[config.mk]
export PLATFORM = sky130hd
export DESIGN_NAME = esm_instr_buffer
export DESIGN_NICKNAME = d
export VERILOG_FILES = /design/src/rtl/esm_instr_buffer.sv
export SDC_FILE = /design/constraint.sdc
export NUM_CORES = 1
export LEC_CHECK = 0
export CAP_MARGIN = 10
export CORE_AREA = 2 2 220 222
export DETAILED_ROUTE_END_ITERATION = 7
export DIE_AREA = 0 0 222 224
export PLACE_DENSITY = 0.79
export SLEW_MARGIN = 20
export SYNTH_ARGS = -nofsm -noshare
export SYNTH_HDL_FRONTEND = slang
export SYNTH_SLANG_ARGS = --single-unit
[constraint.sdc]
create_clock -name clk -period 4.9 [get_ports clk]
set_clock_uncertainty 0.1 [all_clocks]
set_input_delay 0.98 -clock clk [delete_from_list [all_inputs] [get_ports clk]]
set_output_delay 0.98 -clock clk [all_outputs]
set_load 0.005 [all_outputs]
[src/rtl/esm_instr_buffer.sv]
// Instruction window in front of the ESM core: allocates fetched words into the
// lowest free slot, reports each allocation, and retires the slot the core selects.
module esm_instr_buffer #(
  parameter int Instruction_word_size = 32,
  parameter int bs                    = 16
) (
  input  logic                             clk,
  input  logic                             rst,
  input  logic                             fetch_valid,
  input  logic [Instruction_word_size-1:0] fetch_instr,
  output logic                             fetch_ready,
  input  logic                             flush,
  input  logic                             issue_en,
  input  logic [$clog2(bs)-1:0]            issue_index,
  output logic [Instruction_word_size-1:0] Instr_out,
  output logic [$clog2(bs)-1:0]            buffer_index,
  output logic                             alloc_valid,
  output logic [0:bs-1]                    valid_entries,
  output logic [Instruction_word_size-1:0] issued_instr,
  output logic                             issued_valid,
  output logic [$clog2(bs):0]              occupancy,
  output logic                             issue_err
);

  localparam int IW = $clog2(bs);

  logic [Instruction_word_size-1:0] mem [bs];
  logic [0:bs-1]                    valid_q;
  logic [0:bs-1]                    valid_d;
  logic [IW:0]                      occ_q;
  logic [IW:0]                      occ_d;
  logic [IW-1:0]                    free_idx;
  logic                             accept;
  logic                             slot_hit;
  logic                             issue_ok;
  logic                             issue_bad;

  logic                             alloc_valid_q;
  logic [Instruction_word_size-1:0] instr_out_q;
  logic [IW-1:0]                    buffer_index_q;
  logic                             issued_valid_q;
  logic [Instruction_word_size-1:0] issued_instr_q;
  logic                             issue_err_q;

  // Lowest-index free slot; scanning downward lets the smallest index win.
  always_comb begin
    free_idx = '0;
    for (int i = bs - 1; i >= 0; i--) begin
      if (!valid_q[i]) begin
        free_idx = i[IW-1:0];
      end
    end
  end

  assign fetch_ready = ~&valid_q;
  assign accept      = fetch_valid & fetch_ready & ~flush;
  assign slot_hit    = valid_q[issue_index];
  assign issue_ok    = issue_en & slot_hit & ~flush;
  assign issue_bad   = issue_en & ~slot_hit & ~flush;

  // Accept and issue always touch different slots: one is free, the other valid.
  always_comb begin
    valid_d = valid_q;
    if (flush) begin
      valid_d = '0;
    end else begin
      if (accept) begin
        valid_d[free_idx] = 1'b1;
      end
      if (issue_ok) begin
        valid_d[issue_index] = 1'b0;
      end
    end
  end

  always_comb begin
    occ_d = occ_q;
    if (flush) begin
      occ_d = '0;
    end else if (accept && !issue_ok) begin
      occ_d = occ_q + {{IW{1'b0}}, 1'b1};
    end else if (issue_ok && !accept) begin
      occ_d = occ_q - {{IW{1'b0}}, 1'b1};
    end
  end

  always_ff @(posedge clk or negedge rst) begin
    if (!rst) begin
      valid_q     <= '0;
      occ_q       <= '0;
      issue_err_q <= 1'b0;
    end else begin
      valid_q <= valid_d;
      occ_q   <= occ_d;
      if (flush) begin
        issue_err_q <= 1'b0;
      end else if (issue_bad) begin
        issue_err_q <= 1'b1;
      end
    end
  end

  // Slot storage carries no reset; the valid bitmap alone says what is live.
  always_ff @(posedge clk) begin
    if (accept) begin
      mem[free_idx] <= fetch_instr;
    end
  end

  always_ff @(posedge clk or negedge rst) begin
    if (!rst) begin
      alloc_valid_q  <= 1'b0;
      instr_out_q    <= '0;
      buffer_index_q <= '0;
      issued_valid_q <= 1'b0;
      issued_instr_q <= '0;
    end else begin
      alloc_valid_q  <= accept;
      issued_valid_q <= issue_ok;
      if (accept) begin
        instr_out_q    <= fetch_instr;
        buffer_index_q <= free_idx;
      end
      if (issue_ok) begin
        issued_instr_q <= mem[issue_index];
      end
    end
  end

  assign valid_entries = valid_q;
  assign occupancy     = occ_q;
  assign issue_err     = issue_err_q;
  assign alloc_valid   = alloc_valid_q;
  assign Instr_out     = instr_out_q;
  assign buffer_index  = buffer_index_q;
  assign issued_valid  = issued_valid_q;
  assign issued_instr  = issued_instr_q;

endmodule

Fig. 1: logic cells by family
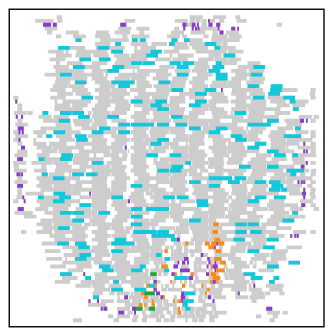
Key: cyan = mux cells [cells 201, most used mux4_2, where spread over the die]; green = fa/ha/maj cells [cells 4, most used ha_1, where bottom centre]; orange = nor cells [cells 44, most used nor2_1, where bottom centre]; purple = nand cells [cells 132, most used nand2_1, where spread over the die]
Layout Cells excl Fill: 1964
fraction of standard cell area in multi-input logic: 0.2016

Fig. 2: placed cells, one colour a class
Bar = 50 um. Fill, decap, tap and diode cells in grey.
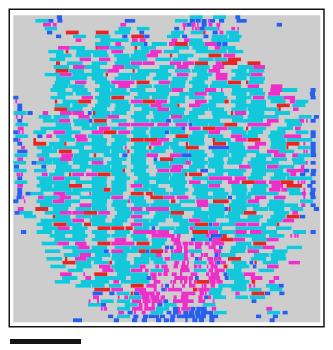
Key: red = clock drivers and dummy loads [cells 106, share of their area 6.9%]; magenta = combinational and other logic [cells 470, share of their area 21%]; blue = remaining buffers and delay cells [cells 169, share of their area 6.1%]; cyan = sequential cells [cells 604, share of their area 66%]

==> out/qor.csv <==
metric;value;unit
drc violations;0;
crit path from;issue_index[1];
global-route met3 utilization;0.03974;
minimum clock period;3773;ps
vias in the first global route;12540;
Multi-input comb cells;459;
Clock Latency Late Sink;610;ps
NumNets Final;1346;
area overhead of the layout relative to synthesis;16.97;%
Worst slew margin;0.3710;
post-layout util;0.5808;
number of placement rows;80;
post-synthesis share of cell area spent on xor and xnor gates;0.0007451;
H-tree level count;2;
number of warnings in the stage logs;29;
proportion of final cell area spent on non-clock buffers;0.05920;
status;complete, no violations;
count of antenna diodes in the layout;0;
average size of a mapped cell;20.75;um^2
WP depth;14;
most used cells in the layout excluding fill and tap cells;sky130_fd_sc_hd__edfxtp_1, sky130_fd_sc_hd__mux4_2, sky130_fd_sc_hd__clkdlybuf4s50_1;
Pwr top;registers;
DR WL met2;28110;um
Top cells by area;sky130_fd_sc_hd__edfxtp_1, sky130_fd_sc_hd__mux4_2, sky130_fd_sc_hd__dfrtp_1;
layout cells sized above 1;0.2535;
number of slew-limit violations in the final report;0;
Max Cap Viol;0;
global-route congestion overflow total;0;
post-synthesis chip area from yosys;0.02351;mm^2
share of cell area taken by muxes after synthesis;0.1738;
inverters;11;
most numerous cell types in the synthesized netlist;sky130_fd_sc_hd__edfxtp_1, sky130_fd_sc_hd__mux4_2, sky130_fd_sc_hd__nand2_1;
Synth Warn #;0;
Fig. 3: clock wiring as the flow saved it
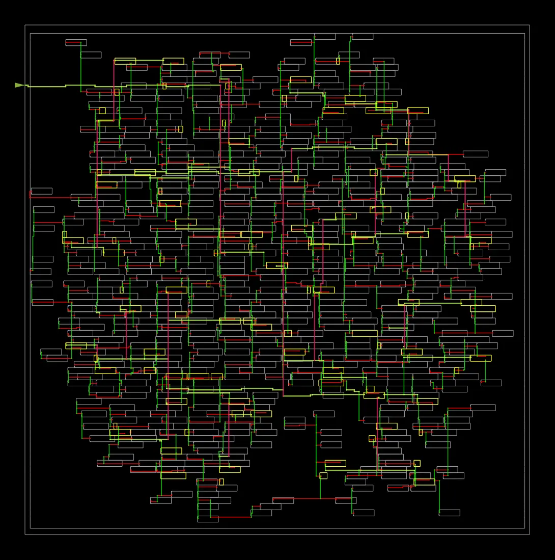
Clock Power: 4.33 mW
Flops: 604
number of sinks driven by the clock tree: 604
number of buffers created by CTS: 56

Fig. 4: signal wires on met2
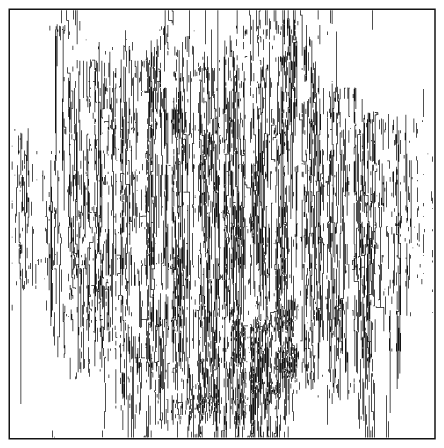
The layer holds 52% of the routed length. 1222 nets have wire on it. The wires run mostly vertical.

Power and IR drop assume default switching activity.
